File: src/rtl/sys_defs.sv
// Shared types and default sizing for the store-queue drain path.
// Optional perf counters in sq_drain_ctrl are enabled by SQ_DRAIN_PERF_EN.
package sys_defs;

  localparam int N_WAY      = 2;
  localparam int N_WR_PORTS = 1;
  localparam int DEPTH      = 8;
  localparam int XLEN       = 32;
  localparam int POS_W      = 4;

  typedef enum logic [1:0] {
    BYTE = 2'h0,
    HALF = 2'h1,
    WORD = 2'h2
  } MEM_SIZE;

  typedef struct packed {
    logic [XLEN-1:0]  addr;
    logic [XLEN-1:0]  data;
    MEM_SIZE          size;
    logic [POS_W-1:0] pos;
  } SQ_DRAIN_ENTRY;

  typedef enum logic [1:0] {
    RUN   = 2'h0,
    DRAIN = 2'h1,
    DONE  = 2'h2
  } SQ_DRAIN_STATE;

endpackage

File: src/rtl/sq_drain_fifo.sv
// Multi-push / multi-pop circular buffer of committed stores.
// Push lanes are contiguous from lane 0; callers never exceed capacity.
module sq_drain_fifo
  import sys_defs::*;
#(
  parameter  int N_PUSH = 2,
  parameter  int N_POP  = 1,
  parameter  int DEPTH  = 8,
  localparam int PTR_W  = $clog2(DEPTH),
  localparam int CNT_W  = PTR_W + 1,
  localparam int EW     = $clog2(N_PUSH + 1),
  localparam int DW     = $clog2(N_POP + 1)
) (
  input  logic                       clock,
  input  logic                       reset,
  input  logic [EW-1:0]              push_cnt,
  input  SQ_DRAIN_ENTRY [N_PUSH-1:0] push_ent,
  input  logic [DW-1:0]              pop_cnt,
  output SQ_DRAIN_ENTRY [N_POP-1:0]  head_ent,
  output logic [CNT_W-1:0]           count,
  output logic [CNT_W-1:0]           count_next
);

  SQ_DRAIN_ENTRY    mem [DEPTH];
  logic [PTR_W-1:0] head;
  logic [PTR_W-1:0] tail;

  assign count_next = count + CNT_W'(push_cnt) - CNT_W'(pop_cnt);

  always_comb begin
    for (int p = 0; p < N_POP; p++) begin
      head_ent[p] = mem[head + PTR_W'(p)];
    end
  end

  always_ff @(posedge clock) begin
    if (reset) begin
      head  <= '0;
      tail  <= '0;
      count <= '0;
    end else begin
      head  <= head + PTR_W'(pop_cnt);
      tail  <= tail + PTR_W'(push_cnt);
      count <= count_next;
    end
  end

  // Payload storage carries no reset; validity is tracked by count.
  always_ff @(posedge clock) begin
    for (int i = 0; i < N_PUSH; i++) begin
      if (EW'(i) < push_cnt) begin
        mem[tail + PTR_W'(i)] <= push_ent[i];
      end
    end
  end

endmodule

File: src/rtl/sq_drain_ctrl.sv
// Commit-side store drain: in-order FIFO to dcache write ports plus drain FSM.
// Define SQ_DRAIN_PERF_EN to build the stall/store perf counters.
module sq_drain_ctrl
  import sys_defs::*;
#(
  parameter  int N_WAY      = sys_defs::N_WAY,
  parameter  int N_WR_PORTS = sys_defs::N_WR_PORTS,
  parameter  int DEPTH      = sys_defs::DEPTH,
  localparam int CNT_W      = $clog2(DEPTH) + 1,
  localparam int EW         = $clog2(N_WAY + 1),
  localparam int DW         = $clog2(N_WR_PORTS + 1)
) (
  input  logic                                  clock,
  input  logic                                  reset,
  input  logic [N_WAY-1:0]                      ret_valid,
  input  logic [N_WAY-1:0][XLEN-1:0]            ret_addr,
  input  logic [N_WAY-1:0][XLEN-1:0]            ret_data,
  input  logic [N_WAY-1:0][1:0]                 ret_size,
  input  logic [N_WAY-1:0][POS_W-1:0]           ret_pos,
  output logic [CNT_W-1:0]                      free_slots,
  output logic [N_WR_PORTS-1:0]                 dc_req_valid,
  output logic [N_WR_PORTS-1:0][XLEN-1:0]       dc_req_addr,
  output logic [N_WR_PORTS-1:0][XLEN-1:0]       dc_req_data,
  output logic [N_WR_PORTS-1:0][1:0]            dc_req_size,
  input  logic [N_WR_PORTS-1:0]                 dc_req_ready,
  output logic [N_WR_PORTS-1:0]                 done_valid,
  output logic [N_WR_PORTS-1:0][POS_W-1:0]      done_pos,
  input  logic                                  drain_req,
  output logic                                  drained,
  output logic                                  err_overflow,
  output logic [31:0]                           perf_stall_cycles,
  output logic [31:0]                           perf_stores
);

  SQ_DRAIN_STATE                    state, state_next;
  SQ_DRAIN_ENTRY [N_WAY-1:0]        push_ent;
  SQ_DRAIN_ENTRY [N_WR_PORTS-1:0]   head_ent;
  logic [CNT_W-1:0]                 count, count_next;
  logic [EW-1:0]                    n_ret, enq;
  logic [DW-1:0]                    deq;
  logic [N_WR_PORTS-1:0]            hs;
  logic                             acc, ovf;
  int                               room;

  sq_drain_fifo #(
    .N_PUSH (N_WAY),
    .N_POP  (N_WR_PORTS),
    .DEPTH  (DEPTH)
  ) u_fifo (
    .clock      (clock),
    .reset      (reset),
    .push_cnt   (enq),
    .push_ent   (push_ent),
    .pop_cnt    (deq),
    .head_ent   (head_ent),
    .count      (count),
    .count_next (count_next)
  );

  always_comb begin
    for (int i = 0; i < N_WAY; i++) begin
      push_ent[i].addr = ret_addr[i];
      push_ent[i].data = ret_data[i];
      push_ent[i].size = MEM_SIZE'(ret_size[i]);
      push_ent[i].pos  = ret_pos[i];
    end
    for (int p = 0; p < N_WR_PORTS; p++) begin
      dc_req_valid[p] = count > CNT_W'(p);
      dc_req_addr[p]  = head_ent[p].addr;
      dc_req_data[p]  = head_ent[p].data;
      dc_req_size[p]  = head_ent[p].size;
    end
  end

  // Prefix acceptance keeps dcache writes in program order.
  always_comb begin
    hs  = '0;
    deq = '0;
    acc = 1'b1;
    for (int p = 0; p < N_WR_PORTS; p++) begin
      acc   = acc & dc_req_valid[p] & dc_req_ready[p];
      hs[p] = acc;
      deq   = deq + DW'(acc);
    end
  end

  always_comb begin
    n_ret = '0;
    for (int i = 0; i < N_WAY; i++) begin
      n_ret = n_ret + EW'(ret_valid[i]);
    end
    room = DEPTH - int'(count) + int'(deq);
    enq  = '0;
    ovf  = 1'b0;
    if (state == RUN) begin
      if (int'(n_ret) > room) begin
        enq = EW'(room);
        ovf = 1'b1;
      end else begin
        enq = n_ret;
      end
    end else begin
      ovf = |ret_valid;
    end
  end

  always_comb begin
    state_next = state;
    unique case (state)
      RUN:     if (drain_req) state_next = DRAIN;
      DRAIN:   if (count_next == '0) state_next = DONE;
      DONE:    if (!drain_req) state_next = RUN;
      default: state_next = RUN;
    endcase
  end

  assign drained = (state == DONE);

  always_ff @(posedge clock) begin
    if (reset) begin
      state        <= RUN;
      free_slots   <= CNT_W'(DEPTH);
      done_valid   <= '0;
      done_pos     <= '0;
      err_overflow <= 1'b0;
    end else begin
      state        <= state_next;
      free_slots   <= (state_next == RUN) ? CNT_W'(DEPTH) - count_next : '0;
      done_valid   <= hs;
      err_overflow <= err_overflow | ovf;
      for (int p = 0; p < N_WR_PORTS; p++) begin
        done_pos[p] <= head_ent[p].pos;
      end
    end
  end

`ifdef SQ_DRAIN_PERF_EN
  logic [31:0] stall_q, stores_q;

  always_ff @(posedge clock) begin
    if (reset) begin
      stall_q  <= '0;
      stores_q <= '0;
    end else begin
      if (dc_req_valid[0] && !dc_req_ready[0]) begin
        stall_q <= stall_q + 32'd1;
      end
      stores_q <= stores_q + 32'(deq);
    end
  end

  assign perf_stall_cycles = stall_q;
  assign perf_stores       = stores_q;
`else
  assign perf_stall_cycles = '0;
  assign perf_stores       = '0;
`endif

  a_ret_contig: assert property (
    @(posedge clock) disable iff (reset)
    (ret_valid & (ret_valid + N_WAY'(1))) == '0
  );

endmodule

File: config.mk
export PLATFORM = sky130hd
export DESIGN_NAME = sq_drain_ctrl
export DESIGN_NICKNAME = d
export VERILOG_FILES = /design/src/rtl/sys_defs.sv /design/src/rtl/sq_drain_fifo.sv /design/src/rtl/sq_drain_ctrl.sv
export SDC_FILE = /design/constraint.sdc
export NUM_CORES = 1
export LEC_CHECK = 0
export ABC_CLOCK_PERIOD_IN_PS = 37700
export CORE_MARGIN = 2
export CORE_UTILIZATION = 35
export DETAILED_ROUTE_END_ITERATION = 7
export GPL_TIMING_DRIVEN = 0
export HOLD_SLACK_MARGIN = 0.06
export PLACE_DENSITY = 0.6
export SLEW_MARGIN = 0
export SYNTH_ARGS = -nofsm -noshare
export SYNTH_HDL_FRONTEND = slang
export SYNTH_SLANG_ARGS = --single-unit
File: constraint.sdc
create_clock -name clock -period 37.7 [get_ports clock]
set_clock_uncertainty 0.2 [all_clocks]
set_input_delay 11.31 -clock clock [delete_from_list [all_inputs] [get_ports clock]]
set_output_delay 11.31 -clock clock [all_outputs]
set_load 0.01 [all_outputs]
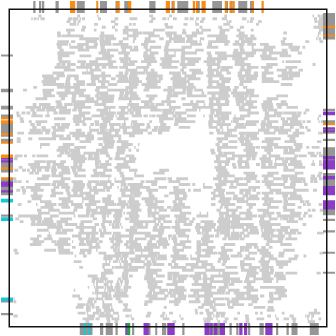
(I/O pins on the die edge)
Pins as bars across the die edge, other pins in grey.
[ret_pos] cyan | pins: 8 | direction: input | edge: 6 west, 2 south
[dc_req_data] orange | pins: 32 | direction: output | edge: 20 north, 9 west, 3 east
[ret_addr] purple | pins: 64 | direction: input | edge: 32 south, 26 east, 6 west
[ret_valid] green | pins: 2 | direction: input | edge: south
all pins by edge: 87 south, 73 east, 73 north, 55 west
tally of buffers added on design ports: 223
Die Y: 301 um
width of the chip: 301 um

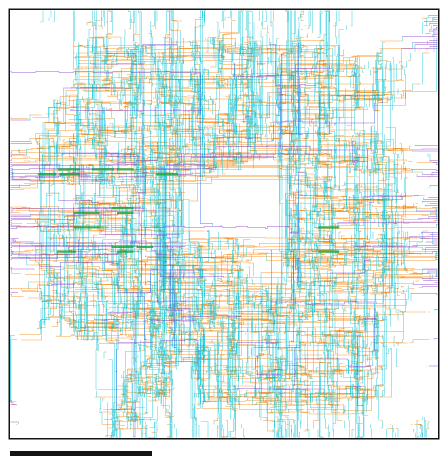
(signal wires by layer)
The bar under the picture is 100 um long.
[met4] blue | wire length: 1840 um
[met5] green | wire length: 204 um
[met3] purple | wire length: 5150 um
[met1] orange | wire length: 35.4 mm
[met2] cyan | wire length: 41.0 mm
post-DR wirelength/cell: 25.0 um
post-detailed-routing wire length: 83600 um
Vias: 17100
total track usage: 18.3%

==> GITHUB_STEP_SUMMARY <==
### Metrics collected by this job

| Metric | Value |
|---|---|
| Number of warnings the tools reported | `30` |
| Setup violations, final | `0` |
| Routability-driven placement congestion ratio | `0.749` |
| Via-to-Cell Ratio | `5.10` |
| MI comb cells | `958` |
| Core utilization at floorplan | `around 35%` |
| Normalized max-slew margin | `between 10% and 20%` |
| Number of flip-flops and latches | `582` |
| Post-synth seq share | `56.0%` |
| DRC violations left | `0` |
| Worst Max-Slew Pin Slew | `~1.2 ns` |
| Number of well taps | `1155` |
| Data required time at the worst endpoint | `between 30 and 40 ns` |
| Busiest layer in global routing | `met2` |
| Top delay family on crit path | `AND-OR/OR-AND gates` |
| Wire length on met1 | `35400 um` |
| Number of top-level pins | `288` |
| Yosys chip area | `0.0308 mm^2` |
| Fraction of standard cell area in multi-input logic | `between 30 and 40%` |
| Sw Share | `about 31%` |
| Met3 routed wirelength | `~5000 um` |
| Maximum resistive drop on vdd | `0.0328 mV` |
| Maximum buffer depth of the clock tree | `3` |
| Area fraction in full adders, half adders and majority gates | `0.942%` |
| Met3 Track Usage GR | `4.44%` |
| Crit. End Element | `flop` |
| Internal power summed over all cells | `1790 uW` |
| Slowest library cell on the worst path | `sky130_fd_sc_hd__a21oi_2` |
| Summed instance area of the synthesized netlist | `0.0308 mm^2` |
| Type of the setup path with the least slack | `in -> reg` |
| Unique cell type count in the Yosys netlist | `around 45` |
| Hold WS | `0.249 ns` |
| Initial antenna violation count | `23` |
| Launch point of the critical path | `dc_req_ready` |
| Most flop-heavy register | `u_fifo.mem` |
| Area after DPL | `approximately 0.035 mm^2` |
| Worst setup slack after placement | `20.80 ns` |
| Hold Startpoint | `err_overflow` |
| Clock buffer and inverter area fraction after layout | `5.33%` |
| Asr flop ratio synth | `0%` |
| Post-layout period usage | `43.3%` |
| Flip-flop count of the largest register after layout | `approximately 560` |
| Chip Footprint | `0.0904 mm^2` |
| Number of global-route vias before repair | `17800` |
| Met2 capacity usage during global routing | `a little under a third` |
| Clk_buf instances | `84` |
| Number of instances in the synthesized netlist | `1732` |
| Growth of design area from synthesis to finish | `21.3%` |
| Residual overflow from global routing | `0` |
| Outcome | `complete, no violations` |
| Antenna fix cells | `7` |
| Area share of the largest cell type after synthesis | `between 50% and 60%` |
| Non-clock inverter count in the final layout | `18` |
| Number of buffers added to fix hold violations after cts | `0` |
| Filler instances | `7839` |
| Cell depth of the worst hold path | `2` |
| Post-CTS setup-driven buffer insertion count | `0` |
| Fraction of power consumed by combinational cells | `41.2%` |
| Buffer and inverter count on the worst path | `5` |
| LEAKAGE | `0.0131 uW` |
| Top achievable clock speed | `around 61 MHz` |
| Worst Path Arrival | `about 16 ns` |
| Top FF cell, synth | `sky130_fd_sc_hd__edfxtp_1` |
| Maximum number of pins on one net before global-route repair | `42` |
| FF-to-FF Start | `u_fifo.count[0]` |
| Power Combinational | `1070 uW` |
| Clock net sink count | `582` |
| Xor-xnor portion of the synthesized cell area | `less than 1%` |
| Library cell with the largest summed area after synthesis | `sky130_fd_sc_hd__edfxtp_1` |
| Count of cells along the worst register-to-register path | `17` |
| Critical path, cell by cell | `clkdlybuf4s50_1 > and2_1 > ha_1 > ha_1 > inv_1 > ha_1 > nor2b_1 > o211ai_1 > a41oi_1 > or3b_1 > buf_2 > a21oi_2 > buf_6 > a31o_4 > buf_16` |
| Global-route wire length before repair | `between 100000 and 150000 um` |
| Most instantiated library cell after synthesis | `sky130_fd_sc_hd__edfxtp_1` |
| Setup crit start kind | `input pin` |
| Delay of the slowest cell on the worst path | `approximately 0.94 ns` |
| Count of instances resized after the clock tree is built | `0` |
| ANT nets after route | `0` |
| Setup repair after global routing missed its margin | `false` |
| HPWL Detailed | `~54000 um` |
| Net count reported at finish | `2300` |
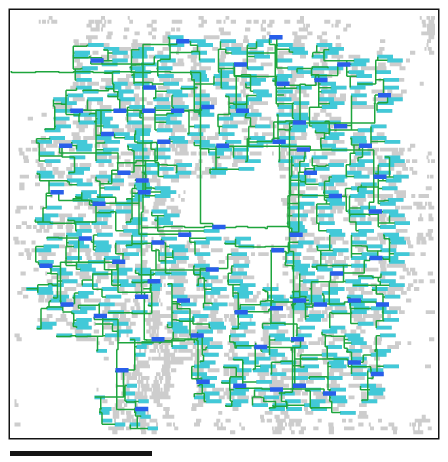
(clock distribution)
The bar under the picture is 100 um long.
[flip-flops] cyan | count: 582
[cells driving clock nets] blue | count: 68
[clock wires] green | length: 8040 um
flops lie: all over the die
clock share of power: 23.2%
Skew-Pair Late Insertion Delay: 0.60 ns
P_clk: 604 uW

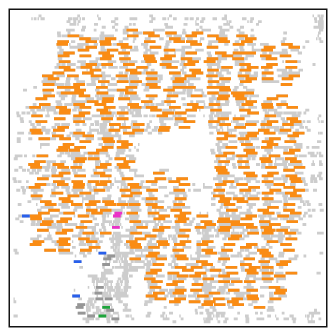
(register map, names as in the netlist)
Other sequential cells in the stronger grey, the rest of the logic in the fainter grey.
[state] green | sequential cells: 2
[u_fifo.head] magenta | sequential cells: 3
[u_fifo.mem] orange | sequential cells: 560 | where: all over the die
[done_pos] blue | sequential cells: 4 | where: south-west
not coloured: 13
final core area utilization: 43.0%
sequential logic power: 924 uW
flip-flop and latch share of the layout cell area: 46.2%
register cell area after layout: 0.0173 mm^2

Power figures rest on the tool's default switching activity, not on a simulated workload.
